[src/rtl/dot_product_accumulator.sv]
// rtl/dot_product_accumulator.sv - signed multiply-accumulate stage for one dot product
// Sums a programmed number of signed products and hands the result on via valid/ready.
module dot_product_accumulator #(
  parameter int RESULT_WIDTH = 32,
  parameter int ACC_WIDTH    = 40,
  parameter int LEN_WIDTH    = 8
) (
  input  logic                    clk,
  input  logic                    rst,
  input  logic                    start,
  input  logic [LEN_WIDTH-1:0]    len,
  output logic                    busy,
  input  logic                    prod_valid,
  output logic                    prod_ready,
  input  logic [RESULT_WIDTH-1:0] product,
  output logic                    out_valid,
  input  logic                    out_ready,
  output logic [ACC_WIDTH-1:0]    sum,
  output logic                    overflow,
  output logic [LEN_WIDTH-1:0]    count
);

  typedef enum logic [1:0] {IDLE, ACCUM, DONE} state_t;

  state_t                      state, state_next;
  logic signed [ACC_WIDTH-1:0] acc;
  logic signed [ACC_WIDTH-1:0] addend;
  logic signed [ACC_WIDTH-1:0] acc_sum;
  logic [LEN_WIDTH-1:0]        len_q;
  logic                        accept;
  logic                        last;
  logic                        step_ovf;

  assign addend   = ACC_WIDTH'($signed(product));
  assign acc_sum  = acc + addend;
  // Two same-signed addends producing an opposite-signed result means the sum wrapped.
  assign step_ovf = (acc[ACC_WIDTH-1] == addend[ACC_WIDTH-1]) &&
                    (acc_sum[ACC_WIDTH-1] != acc[ACC_WIDTH-1]);
  assign accept   = prod_valid && prod_ready;
  assign last     = (count == len_q - LEN_WIDTH'(1));

  always_comb begin
    state_next = state;
    busy       = 1'b0;
    prod_ready = 1'b0;
    out_valid  = 1'b0;
    case (state)
      IDLE: begin
        if (start) state_next = (len != '0) ? ACCUM : DONE;
      end
      ACCUM: begin
        busy       = 1'b1;
        prod_ready = 1'b1;
        if (prod_valid && last) state_next = DONE;
      end
      DONE: begin
        busy      = 1'b1;
        out_valid = 1'b1;
        if (out_ready) state_next = IDLE;
      end
      default: state_next = IDLE;
    endcase
  end

  always_ff @(posedge clk) begin
    if (rst) begin
      state    <= IDLE;
      acc      <= '0;
      count    <= '0;
      len_q    <= '0;
      sum      <= '0;
      overflow <= 1'b0;
    end else begin
      state <= state_next;
      case (state)
        IDLE: begin
          if (start) begin
            acc      <= '0;
            count    <= '0;
            overflow <= 1'b0;
            len_q    <= len;
            if (len == '0) sum <= '0;
          end
        end
        ACCUM: begin
          if (accept) begin
            acc      <= acc_sum;
            count    <= count + LEN_WIDTH'(1);
            overflow <= overflow | step_ovf;
            if (last) sum <= acc_sum;
          end
        end
        default: ;
      endcase
    end
  end

endmodule

[config.mk]
export PLATFORM = sky130hd
export DESIGN_NAME = dot_product_accumulator
export DESIGN_NICKNAME = d
export VERILOG_FILES = /design/src/rtl/dot_product_accumulator.sv
export SDC_FILE = /design/constraint.sdc
export NUM_CORES = 1
export LEC_CHECK = 0
export ABC_CLOCK_PERIOD_IN_PS = 4500
export CAP_MARGIN = 20
export CORE_UTILIZATION = 45
export DETAILED_ROUTE_END_ITERATION = 10
export GPL_TIMING_DRIVEN = 0
export PLACE_DENSITY = 0.75
export RECOVER_POWER = 50
export SETUP_SLACK_MARGIN = 0.5
export SYNTH_ARGS = -nofsm -noshare
export SYNTH_HDL_FRONTEND = slang
export SYNTH_SLANG_ARGS = --single-unit
[constraint.sdc]
create_clock -name clk -period 4.5 [get_ports clk]
set_input_delay 1.35 -clock clk [delete_from_list [all_inputs] [get_ports clk]]
set_output_delay 1.35 -clock clk [all_outputs]
set_load 0.05 [all_outputs]
==> metrics.yaml <==
final_area_um2: 7950
syn-num-nets: 884
layout_top_cell: "nand2_1"
io_pins: 97
start_kind: "input pin"
comb_share_pct: 52.0
min_period_ns: 3.92
synthFlopType: "dfxtp_1"
cts_resized: 7
nets: 994
synth_area_um2: 6360
most_common_cell: "nand2_1"
layout-drive-gt1-share_pct: 6.60
comb_area_um2: 4130
nClkBuffers: 11
setup_viol: 0
grt_pass1_wl_um: 28400
seq_area_share_pct: 24.9
place_area_um2: 7540
synth_stat.cells: 794
warnings: 28
dominant_cells: "combinational gates"
dp_hpwl_um: 13200
wl_um: 17600
clkSinkCount: 99
hold_ws_ns: 0.443
clock_latency_ns: 0.37
cts_tree: "done"
initCoreUtil_pct: 46.0
ff_count: 99
maxSlewViolCount: 0
cts.path.max_buffers: 2
root_buffer: "clkbuf_16"
nNonClkInverters: 27
period_used_pct: 87.1
synth.distinct_cells: 70
pwr_density_cell_nw_per_um2: 459
synth_top_area_share_pct: 31.2
tightest_slew_ns: 0.661
synth_warnings: 0
worstPathRequired_ns: 4.80
path_class: "in2reg"
htree_levels: 3
worst-path-max-fanout: 9
largest_area_cell: "dfxtp_1"
slew_headroom_pct: 55.8
grt_max_degree: 17
setup_tns_ns: 0
routed_via_density: 5.61
p_leak_uw: 0.00334
synth_seq_share_pct: 31.2
maxCapViolCount: 0
route.vias.total: 6105
yosys_area_um2: 6360
antenna_found_initial: 0
io_buffers: 96
status: "finished, final reports clean"
ys_ff: 99
flop_area_um2: 1980
die_area_um2: 14600
area_growth_pct: 25.0
logic_gates: 627
fin_util_pct: 57.5
netlist_instances: 794
rsz0062_at_grt: "false"
finalHoldViolCount: 0
reg.largest.list: "acc (40), sum (40)"
cts_hold_buf: 0
postCtsSetupRepairBufs: 0
fill_cells: 1288
cts_inserted_buffers: 9
overflow: 0
async_flop_share_pct: 0
edf_count: 0
clock_cell_area_share_pct: 4.02
drc_errors: 0
grt_pass1_vias: 5697
==> where the power goes <==
| part | total (uW) | switching (uW) | leakage [uW] | internal (uW) |
|---|---|---|---|---|
| clock network | 849 | 357 | 0.000154 | 492 |
| logic | 1750 | 1150 | 0.00238 | 597 |
| registers | 1050 | 72.3 | 0.000801 | 976 |
==> kinds of logic after synthesis <==
logic type | share of synthesized area, %
compound gates | 22.1
buf+inv | 4.90
mux | 3.35
simple gates | 22.8
flops | 31.2
xor+xnor | 6.69
fa+ha+maj | 8.97
==> through the flow <==
step	instances	total power, uW
6_report	1089	3650
5_1_grt	1089	3870
4_1_cts	1086	3660
3_5_place_dp	1070	2790
3_3_place_gp	1070	2770
2_1_floorplan	794	2300
==> worst max-delay path: stages <==
cell and delay (ns):
clkdlybuf4s50_1 0.45, ha_1 0.30, clkbuf_1 0.20, a21o_1 0.22
a21o_1 0.17, a21o_1 0.21, o31ai_1 0.50, a211oi_2 0.09
o221ai_1 0.25, xnor2_1 0.20, nand3_1 0.12, a21oi_1 0.16
==> worst paths after layout <==
check	startpoint	to	slack (ns)	cells past startpoint
worst max-delay path	product[23]	sum[36]$_SDFFE_PP0P_	0.58	12
worst min-delay path	overflow$_SDFFE_PP0P_	overflow$_SDFFE_PP0P_	0.44	2
worst max register to register	len_q[0]$_SDFFE_PP0P_	sum[16]$_SDFFE_PP0P_	1.26	13
worst min register to register	overflow$_SDFFE_PP0P_	overflow$_SDFFE_PP0P_	0.44	2
==> routing by layer <==
| metal | GRT usage [%] | share of wire, % | up-vias |
|---|---|---|---|
| li1 | - | - | 3035 |
| met5 | 0 | 0 | - |
| met2 | 41.3 | 46 | 224 |
| met4 | 8.26 | 2.0 | 0 |
| met3 | 4.89 | 6.4 | 29 |
| met1 | 32.3 | 46 | 2817 |
flops_by_reg.png
(4 px per um)
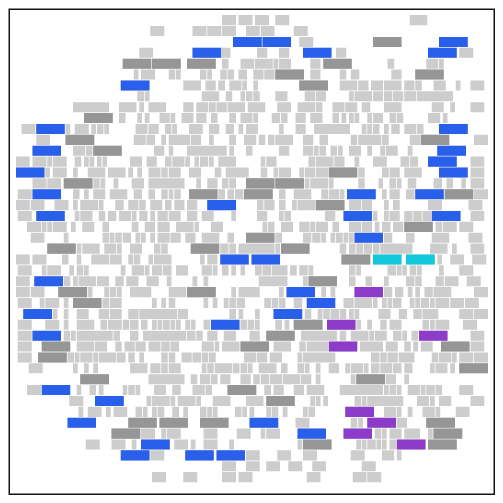
[len_q] purple | placed flops: 8 | where: south-east
[sum] blue | placed flops: 40 | where: all over the die
[state] cyan | placed flops: 2

congestion.png
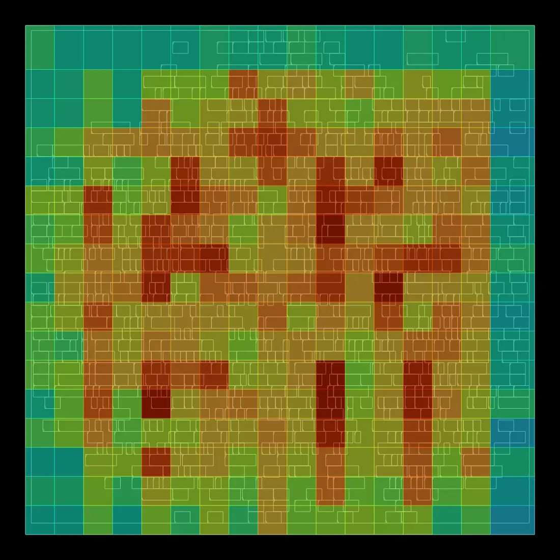
Routed WL per cell: 16.1 um
met2 Use GR: 41.3%
met1 Use GR: 32.3%
All-Layer GR Usage: 24.9%
global routing's busiest layer: met2

power_grid.png
(3 px per um) Pins as bars on the die edge.
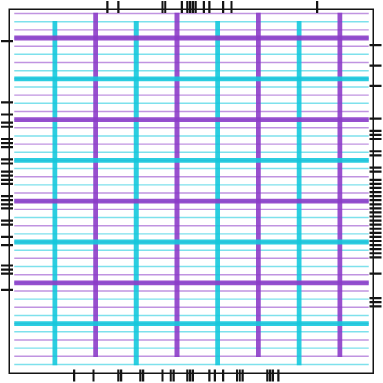
[VSS] cyan
[VDD] purple
met1 rails: 44
signal pins: 97
met5 straps: 8
rows: 43
core area: 13800 um^2
maximum VDD drop: 0.000286 V
die span in x: 121 um
Die Span Y: 121 um

Power is estimated from default activity; no workload was simulated.
